==> src/rtl/fence_flush_seq_pkg.sv <==
// rtl/fence_flush_seq_pkg.sv - shared types and helpers for the fence/flush sequencer
package fence_flush_seq_pkg;

    typedef enum logic [2:0] {
        IDLE,
        DRAIN,
        DFLUSH,
        IFLUSH,
        DONE
    } state_e;

    // Counter width able to hold the timeout limit itself (the counter saturates there).
    function automatic int cnt_width(input int timeout_cycles);
        return (timeout_cycles < 2) ? 1 : $clog2(timeout_cycles + 1);
    endfunction

endpackage

==> src/rtl/fence_seq_timer.sv <==
// rtl/fence_seq_timer.sv - clear/enable saturating wait counter with a one-shot reached pulse
module fence_seq_timer
    import fence_flush_seq_pkg::*;
#(
    parameter int unsigned Limit = 1024,
    parameter int unsigned Width = cnt_width(Limit)
) (
    input  logic clk_i,
    input  logic rst_i,
    input  logic clear_i,
    input  logic enable_i,
    output logic reached_o
);

    localparam logic [Width-1:0] LimitVal = Width'(Limit);

    logic [Width-1:0] count_q;
    logic             reached_q;

    // Pulse is registered alongside the final increment so it lines up with count_q == Limit;
    // saturation keeps it from firing again until the next clear.
    always_ff @(posedge clk_i) begin
        if (rst_i) begin
            count_q   <= '0;
            reached_q <= 1'b0;
        end else begin
            reached_q <= 1'b0;
            if (clear_i) begin
                count_q <= '0;
            end else if (enable_i && (count_q != LimitVal)) begin
                count_q   <= count_q + 1'b1;
                reached_q <= (count_q == (LimitVal - 1'b1));
            end
        end
    end

    assign reached_o = reached_q;

endmodule

==> src/rtl/fence_flush_seq.sv <==
// rtl/fence_flush_seq.sv - FENCE / FENCE.I completion sequencer for the write-through dcache
module fence_flush_seq
    import fence_flush_seq_pkg::*;
#(
    parameter bit          FlushOnFence         = 1'b0,
    parameter bit          InvalidateOnFlush    = 1'b0,
    parameter int unsigned MaxOutstandingStores = 7,
    parameter int unsigned TimeoutCycles        = 1024
) (
    input  logic                                      clk_i,
    input  logic                                      rst_i,
    input  logic                                      fence_req_i,
    input  logic                                      fence_i_i,
    input  logic                                      store_buf_empty_i,
    input  logic                                      wbuf_empty_i,
    input  logic [$clog2(MaxOutstandingStores+1)-1:0] outstanding_stores_i,
    output logic                                      dcache_flush_o,
    output logic                                      dcache_inval_o,
    input  logic                                      dcache_flush_ack_i,
    output logic                                      icache_flush_o,
    output logic                                      stall_issue_o,
    output logic                                      fence_ack_o,
    output logic                                      timeout_o
);

    state_e state_q;
    state_e state_d;
    logic   fi_q;
    logic   drain_done;
    logic   state_change;
    logic   wait_state;

    assign drain_done = store_buf_empty_i & wbuf_empty_i & (outstanding_stores_i == '0);

    always_ff @(posedge clk_i) begin
        if (rst_i) begin
            state_q <= IDLE;
            fi_q    <= 1'b0;
        end else begin
            state_q <= state_d;
            if ((state_q == IDLE) && fence_req_i) begin
                fi_q <= fence_i_i;
            end
        end
    end

    always_comb begin
        state_d = state_q;
        unique case (state_q)
            IDLE: begin
                if (fence_req_i) state_d = DRAIN;
            end
            DRAIN: begin
                if (drain_done) begin
                    if (FlushOnFence) state_d = DFLUSH;
                    else if (fi_q)    state_d = IFLUSH;
                    else              state_d = DONE;
                end
            end
            DFLUSH: begin
                if (dcache_flush_ack_i) state_d = fi_q ? IFLUSH : DONE;
            end
            IFLUSH:  state_d = DONE;
            DONE:    state_d = IDLE;
            default: state_d = IDLE;
        endcase
    end

    always_comb begin
        stall_issue_o  = 1'b0;
        dcache_flush_o = 1'b0;
        icache_flush_o = 1'b0;
        fence_ack_o    = 1'b0;
        unique case (state_q)
            IDLE:    ;
            DRAIN:   stall_issue_o = 1'b1;
            DFLUSH: begin
                stall_issue_o  = 1'b1;
                dcache_flush_o = 1'b1;
            end
            IFLUSH: begin
                stall_issue_o  = 1'b1;
                icache_flush_o = 1'b1;
            end
            DONE: begin
                stall_issue_o = 1'b1;
                fence_ack_o   = 1'b1;
            end
            default: ;
        endcase
    end

    assign dcache_inval_o = dcache_flush_o & InvalidateOnFlush;

    // Wait budget restarts on every transition, so DRAIN and DFLUSH each get a full window.
    assign state_change = (state_d != state_q);
    assign wait_state   = (state_q == DRAIN) || (state_q == DFLUSH);

    fence_seq_timer #(
        .Limit(TimeoutCycles)
    ) u_timer (
        .clk_i    (clk_i),
        .rst_i    (rst_i),
        .clear_i  (state_change),
        .enable_i (wait_state),
        .reached_o(timeout_o)
    );

    no_req_while_stalled: assert property (
        @(posedge clk_i) disable iff (rst_i) stall_issue_o |-> !fence_req_i
    );

endmodule

==> config.mk <==
export PLATFORM = sky130hd
export DESIGN_NAME = fence_flush_seq
export DESIGN_NICKNAME = d
export VERILOG_FILES = /design/src/rtl/fence_flush_seq_pkg.sv /design/src/rtl/fence_seq_timer.sv /design/src/rtl/fence_flush_seq.sv
export SDC_FILE = /design/constraint.sdc
export NUM_CORES = 1
export LEC_CHECK = 0
export CAP_MARGIN = 25
export CORE_UTILIZATION = 51
export DETAILED_ROUTE_END_ITERATION = 8
export HOLD_SLACK_MARGIN = 0.08
export PLACE_DENSITY = 0.87
export SLEW_MARGIN = 0
export SYNTH_ARGS = -nofsm -noshare
export SYNTH_HDL_FRONTEND = slang
export SYNTH_SLANG_ARGS = --single-unit
export TNS_END_PERCENT = 30
==> constraint.sdc <==
create_clock -name clk_i -period 2.05 [get_ports clk_i]
set_input_delay 0.5125 -clock clk_i [delete_from_list [all_inputs] [get_ports clk_i]]
set_output_delay 0.5125 -clock clk_i [all_outputs]
set_load 0.01 [all_outputs]
Figure 1. Power grid.
Scale: 8 px per um. Pins as bars on the die edge.
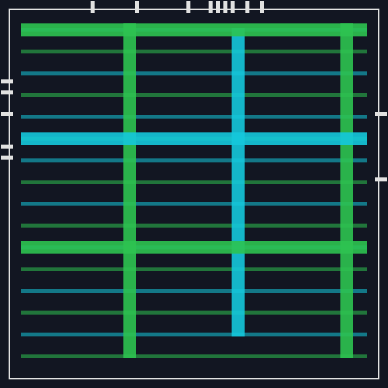
Cyan marks VDD. Green marks VSS.
The core has 15 rows. 3 straps on met5. 3 straps on met4.

Figure 2. Cell classes on the final placement.
Scale: 6 px per um. Fill, decap, tap and diode cells in grey.
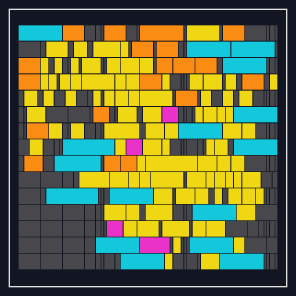
Cyan marks registers, cells 16, share of their area 28%. Magenta marks clock drivers and dummy loads, cells 4, share of their area 3.0%. Yellow marks remaining logic cells, cells 91, share of their area 54%. Orange marks remaining buffers and delay cells, cells 19, share of their area 16%.

Figure 3. Clock wires, drivers and flops.
Scale: 12 px per um.
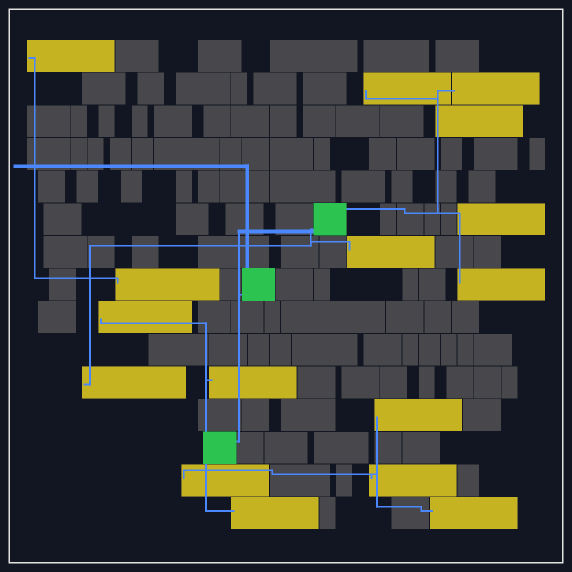
Blue marks clock wires, length 216 um. Green marks clock-net drivers, count 3. Yellow marks flip-flops, count 16.
There are 4 routed clock nets.

[cells by family (layout without fill, tap and decap cells)]
kind of cell / after synthesis / count (layout) / synth area share (%)
AOI/OAI and AO/OA: 15 / 15 / 11.7
other: 1 / 1 / 0.380
muxes: 2 / 2 / 2.03
adders and majority gates: 2 / 2 / 2.53
xor gates and xnor gates: 11 / 11 / 10.5
and+or+nand+nor: 56 / 56 / 35.2
DFF: 16 / 16 / 32.4
buffers and inverters: 9 / 27 / 5.20
[critical path, delay by kind of cell (launching register included)]
family | cells | cell delay, ns
flip-flops | 1 | 0.39
AND/OR/NAND/NOR | 2 | 0.27
buffers and inverters | 1 | 0.53
[worst max-delay path by stage]
stage                       startpoint                         endpoint  slack, ns
6_report         state_q[0]$_SDFF_PP0_                      fence_ack_o       0.05
5_1_grt          state_q[0]$_SDFF_PP0_                      fence_ack_o      -0.01
4_1_cts          state_q[0]$_SDFF_PP0_                   dcache_flush_o     0.0004
3_5_place_dp   outstanding_stores_i[1]     u_timer.reached_o$_SDFF_PP0_       0.04
3_3_place_gp   outstanding_stores_i[1]     u_timer.reached_o$_SDFF_PP0_       0.10
2_1_floorplan  outstanding_stores_i[1]  u_timer.count_q[0]$_SDFFE_PP0P_       0.52
[layout make-up]
cell class / instances / area, um^2 / share of cell area, %
inverters: 4 / 15.0 / 1.22
flip-flops and latches: 16 / 329 / 26.8
clock buffers: 4 / 36.3 / 2.96
repair buffers: 19 / 189 / 15.4
multi-input cells: 87 / 626 / 51.0
well taps: 25 / 31.3 / 2.55
[routing by layer]
layer	part of all wire (%)	vias to the layer above	GRT usage (%)
met1	42	390	25.9
met4	0.45	0	7.06
met2	55	21	37.7
met3	3.2	2	3.57
li1	-	425	-
met5	0	-	0
[registers in the layout, indices dropped and copies added (netlist names)]
name / cells
u_timer.count_q: 11
state_q: 3
fi_q: 1
u_timer.reached_o: 1
[layout by cell type (no fill, tap or decap), types with 2 or more instances in the layout]
cell type / synthesis / final
nor2_1: 11 / 10
dfxtp_1: 16 / 13
nand2_1: 7 / 7
buf_4: 2 / 4
a21oi_1: 3 / 3
nor4b_2: 2 / 2
o21ai_0: 5 / 5
xnor2_1: 10 / 10
nor2b_1: 2 / 2
nor3_1: 4 / 4
dfxtp_4: 0 / 2
nor4_1: 4 / 4
nor4b_1: 2 / 2
and2_1: 3 / 3
mux2i_1: 2 / 2
nand3_1: 2 / 2
nor2_2: 11 / 12
nand4b_1: 4 / 4
clkdlybuf4s50_1: 0 / 13
inv_1: 4 / 4
ha_1: 2 / 2
clkbuf_4: 0 / 3
[power groups by stage]
stage	Clock, mW	Sequential (mW)	Combinational (mW)
final	0.213	0.323	0.0893
after CTS	0.218	0.325	0.0886
after floorplan	0	0.328	0.0559
after global placement	0	0.331	0.0863
after detailed placement	0	0.332	0.0893
after global routing	0.234	0.325	0.0969
[through the flow]
stage / setup slack, ns / instance area, um^2 / std cells
after floorplan: 0.522 / 987 / 112
after global placement: 0.101 / 1170 / 151
after detailed placement: 0.0406 / 1170 / 151
after CTS: 0.000414 / 1210 / 155
after global routing: -0.0126 / 1230 / 155
final: 0.0477 / 1230 / 155
==> results.toml <==
# generated from flow reports
[outcome]
status = "complete, no violations"

[clock_tree]
cts_root_buffer = "clkbuf_4"
cts_made_buffers = 3

[pwr]
p_leak_nw = 0.429
switchingPower_mw = 0.155
ir_worst_vdd_mv = 0.290
clockPowerShare_pct = 34.1

[routing]
initialDrtViolationCount = 19
dr.pass1.iters = 6
vias_per_cell = 5.41

[synthesis]
top_cells_by_count = "dfxtp_1, nor2_1, nor2_2"
syn-num-nets = 124
synthCells = 112
topCellsByArea = "dfxtp_1, xnor2_1, nor2_2"
synth_cell_types = 33

[setup_path]
rrSetupSlack_ns = 0.43
path_class = "reg -> out"
cp_max_fo = 9
max_stage_delay_ns = 0.53

[global_routing]
grt_first_pass_wirelength_um = 3240
grt_max_degree = 13

[floorplan]
fp_util_pct = 56.0
coreArea_um2 = 1760

[final_layout]
fill_cells = 143
fin_util_pct = 69.5
nets = 143
insertedDiodeCount = 0

[hold_path]
hold_path_end = "u_timer.reached_o$_SDFF_PP0_"
